$ cat src/rtl/megarom_bank_mapper.sv
// Megarom bank mapper: holds the four live bank registers, decodes MSX slot
// cycles in 4000h-BFFFh into RAM requests, and returns read data to the bus
// while holding the Z80 with WAIT_n until the RAM answers.
module megarom_bank_mapper #(
   parameter int RAM_ADDR_WIDTH = 24,
   parameter int BANK_WIDTH     = 8
) (
   input  logic                      CLK,
   input  logic                      RESET,
   input  logic                      BUS_RESET_n,
   input  logic                      SLTSL_n,
   input  logic                      MERQ_n,
   input  logic                      RD_n,
   input  logic                      WR_n,
   input  logic [15:0]               ADDR,
   input  logic [7:0]                DIN,
   output logic [7:0]                DOUT,
   output logic                      BUSDIR_n,
   output logic                      WAIT_n,
   input  logic [15:0]               BANK_REG_ADDR0,
   input  logic [15:0]               BANK_REG_ADDR1,
   input  logic [15:0]               BANK_REG_ADDR2,
   input  logic [15:0]               BANK_REG_ADDR3,
   input  logic [15:0]               BANK_REG_ADDR_MASK,
   input  logic [7:0]                BANK_REG_MASK,
   input  logic [BANK_WIDTH-1:0]     BANK_REG_INIT0,
   input  logic [BANK_WIDTH-1:0]     BANK_REG_INIT1,
   input  logic [BANK_WIDTH-1:0]     BANK_REG_INIT2,
   input  logic [BANK_WIDTH-1:0]     BANK_REG_INIT3,
   input  logic                      WRITE_PROTECT,
   input  logic                      IS_16K_BANK,
   input  logic                      CS1_MASK,
   input  logic                      CS2_MASK,
   input  logic [RAM_ADDR_WIDTH-1:0] MEMORY_TOP_ADDR,
   output logic                      RAM_REQ,
   output logic                      RAM_WE,
   output logic [RAM_ADDR_WIDTH-1:0] RAM_ADDR,
   output logic [7:0]                RAM_WDATA,
   input  logic                      RAM_ACK,
   input  logic [7:0]                RAM_RDATA
);

   localparam int OFF_W = BANK_WIDTH + 14;

   typedef enum logic [1:0] {IDLE, REQ, DONE} state_t;

   state_t                    state, state_d;
   logic                      rst;
   logic                      rd_n, wr_n, prev_rd_n, prev_wr_n, det_rd, det_wr;
   logic [15:0]               bank_reg_addr [4];
   logic [BANK_WIDTH-1:0]     bank [4];
   logic [3:0]                bank_hit;
   logic                      any_hit;
   logic [BANK_WIDTH-1:0]     bank_wdata;
   logic                      cs;
   logic [1:0]                idx;
   logic [OFF_W-1:0]          off_wide;
   logic [RAM_ADDR_WIDTH-1:0] offset, ram_addr_calc;
   logic                      drive_q, drive_d;
   logic                      req_d, we_d, wait_d;
   logic [RAM_ADDR_WIDTH-1:0] addr_d;
   logic [7:0]                wdata_d, dout_d;

   // The MSX bus reset restarts the mapper exactly like the system reset.
   assign rst  = RESET | ~BUS_RESET_n;
   assign rd_n = SLTSL_n | MERQ_n | RD_n;
   assign wr_n = SLTSL_n | MERQ_n | WR_n;
   assign det_rd = prev_rd_n & ~rd_n;
   assign det_wr = prev_wr_n & ~wr_n;

   assign bank_reg_addr[0] = BANK_REG_ADDR0;
   assign bank_reg_addr[1] = BANK_REG_ADDR1;
   assign bank_reg_addr[2] = BANK_REG_ADDR2;
   assign bank_reg_addr[3] = BANK_REG_ADDR3;

   // Bus strobe history for falling-edge detection.
   always_ff @(posedge CLK) begin
      // NOTE: sequential state uses non-blocking assignments so every register samples pre-edge values.
      if (rst) begin
         prev_rd_n <= 1'b1;
         prev_wr_n <= 1'b1;
      end else begin
         prev_rd_n <= rd_n;
         prev_wr_n <= wr_n;
      end
   end

   // Bank-register address compare; several registers may match one write.
   always_comb begin
      // NOTE: every always_comb output gets a default first so no latch is inferred.
      bank_hit = '0;
      for (int i = 0; i < 4; i++)
         bank_hit[i] = ((ADDR ^ bank_reg_addr[i]) & ~BANK_REG_ADDR_MASK) == 16'h0000;
   end
   assign any_hit = |bank_hit;

   // Fit the masked 8-bit bus data to the bank register width.
   if (BANK_WIDTH == 8) begin : g_bw_eq
      assign bank_wdata = DIN & ~BANK_REG_MASK;
   end else if (BANK_WIDTH > 8) begin : g_bw_gt
      assign bank_wdata = {{(BANK_WIDTH-8){1'b0}}, DIN & ~BANK_REG_MASK};
   end else begin : g_bw_lt
      logic [7:0] masked;
      assign masked     = DIN & ~BANK_REG_MASK;
      assign bank_wdata = masked[BANK_WIDTH-1:0];
   end

   // Live bank registers: reload init values on reset, update on matching writes.
   always_ff @(posedge CLK) begin
      // NOTE: the bank file is reset, but to configuration inputs rather than constants,
      // so a bus reset restores the cartridge's power-on page layout.
      if (rst) begin
         bank[0] <= BANK_REG_INIT0;
         bank[1] <= BANK_REG_INIT1;
         bank[2] <= BANK_REG_INIT2;
         bank[3] <= BANK_REG_INIT3;
      end else if (det_wr) begin
         for (int i = 0; i < 4; i++)
            if (bank_hit[i]) bank[i] <= bank_wdata;
      end
   end

   // Page decode: chip selects, bank index and the ROM image offset.
   assign cs  = ((ADDR[15:14] == 2'b01) && !CS1_MASK) || ((ADDR[15:14] == 2'b10) && !CS2_MASK);
   assign idx = IS_16K_BANK ? {1'b0, ADDR[15]} : {ADDR[15], ADDR[13]};
   assign off_wide = IS_16K_BANK ? {bank[idx], ADDR[13:0]} : {1'b0, bank[idx], ADDR[12:0]};

   if (OFF_W == RAM_ADDR_WIDTH) begin : g_off_eq
      assign offset = off_wide;
   end else if (OFF_W < RAM_ADDR_WIDTH) begin : g_off_ext
      assign offset = {{(RAM_ADDR_WIDTH-OFF_W){1'b0}}, off_wide};
   end else begin : g_off_trunc
      assign offset = off_wide[RAM_ADDR_WIDTH-1:0];
   end

   // Wraps modulo 2^RAM_ADDR_WIDTH by construction.
   assign ram_addr_calc = MEMORY_TOP_ADDR + offset;

   // Next-state and next-output logic for the bus/RAM handshake.
   always_comb begin
      state_d = state;
      req_d   = RAM_REQ;
      we_d    = RAM_WE;
      addr_d  = RAM_ADDR;
      wdata_d = RAM_WDATA;
      dout_d  = DOUT;
      drive_d = drive_q;
      wait_d  = WAIT_n;
      case (state)
         IDLE: begin
            if (det_rd && cs) begin
               state_d = REQ;
               req_d   = 1'b1;
               we_d    = 1'b0;
               addr_d  = ram_addr_calc;
               wait_d  = 1'b0;
            end else if (det_wr && cs && !WRITE_PROTECT && !any_hit) begin
               state_d = REQ;
               req_d   = 1'b1;
               we_d    = 1'b1;
               addr_d  = ram_addr_calc;
               wdata_d = DIN;
               wait_d  = 1'b0;
            end
         end
         REQ: begin
            if (RAM_ACK) begin
               state_d = DONE;
               req_d   = 1'b0;
               wait_d  = 1'b1;
               // A read whose strobe was already released completes silently.
               if (!RAM_WE && !rd_n) begin
                  dout_d  = RAM_RDATA;
                  drive_d = 1'b1;
               end
            end
         end
         DONE: begin
            if (rd_n && wr_n) begin
               state_d = IDLE;
               drive_d = 1'b0;
               dout_d  = 8'h00;
            end
         end
         default: state_d = IDLE;
      endcase
   end

   // State and registered bus/RAM outputs.
   always_ff @(posedge CLK) begin
      if (rst) begin
         state     <= IDLE;
         RAM_REQ   <= 1'b0;
         RAM_WE    <= 1'b0;
         RAM_ADDR  <= '0;
         RAM_WDATA <= 8'h00;
         DOUT      <= 8'h00;
         drive_q   <= 1'b0;
         WAIT_n    <= 1'b1;
      end else begin
         state     <= state_d;
         RAM_REQ   <= req_d;
         RAM_WE    <= we_d;
         RAM_ADDR  <= addr_d;
         RAM_WDATA <= wdata_d;
         DOUT      <= dout_d;
         drive_q   <= drive_d;
         WAIT_n    <= wait_d;
      end
   end

   // Gating with the live strobe keeps the bus driver off the moment RD_n rises.
   assign BUSDIR_n = ~(drive_q & ~rd_n);

endmodule

$ cat config.mk
export PLATFORM = sky130hd
export DESIGN_NAME = megarom_bank_mapper
export DESIGN_NICKNAME = d
export VERILOG_FILES = /design/src/rtl/megarom_bank_mapper.sv
export SDC_FILE = /design/constraint.sdc
export NUM_CORES = 1
export LEC_CHECK = 0
export ABC_AREA = 1
export CORE_ASPECT_RATIO = 1.1
export CORE_UTILIZATION = 46
export CTS_CLUSTER_DIAMETER = 100
export DETAILED_ROUTE_END_ITERATION = 6
export PLACE_DENSITY_LB_ADDON = 0.05
export SYNTH_ARGS = -nofsm -noshare
export SYNTH_HDL_FRONTEND = slang
export SYNTH_SLANG_ARGS = --single-unit
$ cat constraint.sdc
create_clock -name CLK -period 3.8 [get_ports CLK]
set_input_delay 0.76 -clock CLK [delete_from_list [all_inputs] [get_ports CLK]]
set_output_delay 0.76 -clock CLK [all_outputs]
set_load 0.005 [all_outputs]
closeup.png
Window x 8 to 48, y 74 to 114 um. Cells in grey, sequential cells in the stronger grey; small squares are vias.
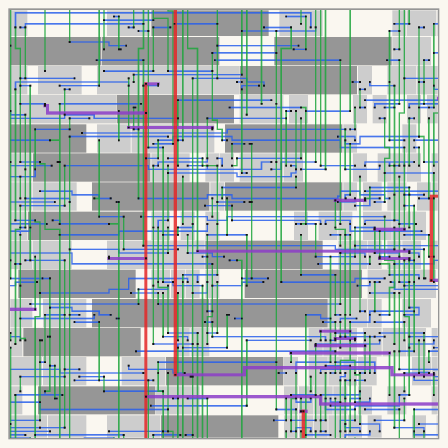
legend:
  M1:
    colour: blue
  M2:
    colour: green
  M4:
    colour: red
  M3:
    colour: purple
cells with their middle in the window: 124
netlist names of flops here include: bank (21)
most frequent: nand2_1 (39), edfxtp_1 (21), mux2_2 (14)
sequential cells in the window: 21

==> notes.md <==
impl run done, here's what came out: CTS clock-pin slew for the worst setup and hold paths 0.06 ns, hold_buf cts 0, crit path DRT 4.03 ns, Worst Path Buf+Inv 4, Post-synth regs 80, worst slew pin tran 0.599 ns, final setup violation count 0, yosys cell count 985, RSZ-0062 raised after global routing no, DRT Pass-1 Iters 5, Final #Nets 1431, Post-Place Worst Slack -0.00706 ns, maximum root-to-sink buffer count 2, Global Route met1 Usage 0.294, FP Util 0.475, post-placement cell count 1391, met3 WL 1200 um, met2 routed WL 9440 um, ant diodes 0, Area leader share 0.195, Die Area 14200 sq um, outcome finished clean, CTS H-tree lvls 3, non-filler cells, final 1407, CTS Sinks 80, Synth cell types 43, Max stage delay on crit path 0.53 ns, Fin Hold WS 0.462 ns, Syn Inst Count 985, setup ws final 0.276 ns, Critical Path AT 3.76 ns, fin. max-slew vios 0, Die Span X 114 um, Via density 4.93, Worst slew margin 0.600, crit-path cells clkdlybuf4s50_1 -> inv_4 -> nand2_1 -> nand2_1 -> inv_1 -> a21oi_1 -> a32o_1 -> o21ai_0 -> ha_1 -> nand2_1 -> inv_1 -> a21oi_1 -> nor2_1 -> nor2_1 -> nand3_1 -> xnor2_1 -> nand3_1 -> nand2_1 -> nor2_1, post-CTS setup buffer count 0, dpl hpwl 15200 um, Warnings, synthesis 0, mapped cell area 6320 sq um, Yosys top cell by area nand2_1, remaining antenna violation count after routing 0, PortBufs 231, tool warnings 28, initial antenna violation count 0, busiest grt layer met2, max-capacitance violation count 0, Max Used Layer met4, Die Y 125 um, num ports 232, first-pass GRT wire length 29000 um, leakage 0.00411 uW, total clock buffers created by CTS 9, Crit path max-delay family AND-OR/OR-AND gates, Root Buffer Master clkbuf_16, Rows 44, # DRC 0, GP Congestion 0.896, final hold violation count 0, CP Class input port to flip-flop, GRT overflow 0, Most Frequent Cell on Critical Path nand2_1, CP Launch Type input port, Top cell excl fill/tap nand2_1, syn avg cell area 6.42 sq um, Initial DRC Count 345, Chip Area, Yosys 6320 sq um, CTS tree yes, layout cells sized above 1 0.0613, min Tclk post-route 3.52 ns, Critical Path Fanout Max 9, register area 1920 sq um, number of global-route vias before repair 6282, filler cell count 1237, PD cells 279 nW/um^2, M2 GR Usage 0.470, CP Capture Type flip-flop
layers.png
Only two layers are drawn.
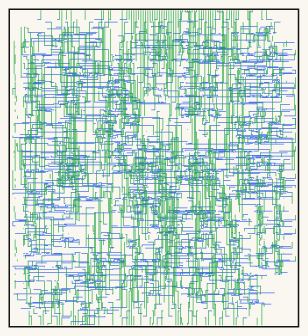
legend:
  M1:
    colour: blue
    wire_length: 7600 um
  M2:
    colour: green
    wire_length: 9440 um
WL per Instance: 13.2 um
GRT Total Usage: 0.256
vias: 6931
WL final: 18600 um

==> kinds of logic (layout without fill, tap and decap cells) <==
family	Yosys count	after routing	share of synthesized area
simple gates	570	570	0.378
buf+inv	141	379	0.0918
compound gates	124	124	0.104
flops	80	80	0.304
fa+ha+maj	25	25	0.0507
mux	24	24	0.0427
xor+xnor	21	21	0.0291
==> cell type report <==
cell class / count / share of cell area
clock inverter: 5 / 0.00439
inverter: 121 / 0.0501
tap: 184 / 0.0253
multi-input combinational: 764 / 0.420
sequential: 80 / 0.211
clock buffer: 11 / 0.0266
timing repair buffer: 242 / 0.263
==> registers in the layout, indices dropped and copies added, names as in the netlist <==
signal	flops
drive_q	1
RAM_REQ	1
state	2
RAM_WE	1
prev_wr_n	1
prev_rd_n	1
RAM_WDATA	8
DOUT	8
bank	32
WAIT_n	1
RAM_ADDR	24
==> Yosys cell counts <==
| master | n |
|---|---|
| a21oi_1 | 69 |
| o21a_1 | 1 |
| inv_2 | 3 |
| xnor2_1 | 12 |
| nor4_1 | 5 |
| nand3_1 | 76 |
| nor3_1 | 4 |
| nand3b_2 | 1 |
| o21ai_1 | 2 |
| inv_1 | 115 |
| nand4_1 | 3 |
| nor2_4 | 4 |
| nand2_4 | 2 |
| nand3_4 | 1 |
| nor3_2 | 2 |
| clkinv_1 | 2 |
| nor2_2 | 4 |
| nand2_2 | 1 |
| ha_1 | 24 |
| nor2_1 | 133 |
| nand3_2 | 1 |
| mux2_2 | 24 |
| edfxtp_1 | 32 |
| dfxtp_1 | 48 |
| o22ai_1 | 1 |
| nand2_1 | 329 |
| buf_4 | 2 |
| inv_4 | 1 |
| o211ai_1 | 2 |
| a21o_1 | 2 |
| a32o_1 | 2 |
| o21ai_0 | 40 |
| nor3b_4 | 1 |
| xor2_1 | 9 |
| nand3b_1 | 1 |
| a22oi_1 | 1 |
| nand4_2 | 1 |
| clkbuf_1 | 10 |
| buf_2 | 3 |
| fa_1 | 1 |
| o21bai_1 | 4 |
| buf_6 | 5 |
| or2_4 | 1 |
==> stage by stage <==
stage	instance area [sq um]	total power [uW]	utilization	setup TNS, ns
after global routing	9110	2670	0.684	0
after floorplan	6320	1390	-	0
after CTS	9110	2550	0.684	0
after global placement	8830	1730	0.663	0
final	9110	2540	0.684	0
after detailed placement	8830	1730	0.663	-0.00706
==> worst paths after layout <==
check,depth (start not counted),slack (ns),endpoint,from
setup reg to reg,14,1.34,RAM_ADDR[20]$_SDFFE_PP0P_,bank[2][1]$_DFFE_PP_
setup / recovery,19,0.28,RAM_ADDR[20]$_SDFFE_PP0P_,ADDR[15]
hold reg to reg,2,0.46,DOUT[2]$_SDFFE_PP0P_,DOUT[2]$_SDFFE_PP0P_
hold / removal,2,0.46,DOUT[2]$_SDFFE_PP0P_,DOUT[2]$_SDFFE_PP0P_
==> power by group <==
| group | internal (uW) | total [uW] | switching, uW | leakage [uW] |
|---|---|---|---|---|
| sequential | 933 | 949 | 16.8 | 0.000713 |
| clock | 465 | 818 | 353 | 0.000140 |
| combinational | 376 | 771 | 395 | 0.00325 |
| total | 1770 | 2540 | 764 | 0.00411 |
Power is estimated from default activity; no workload was simulated.
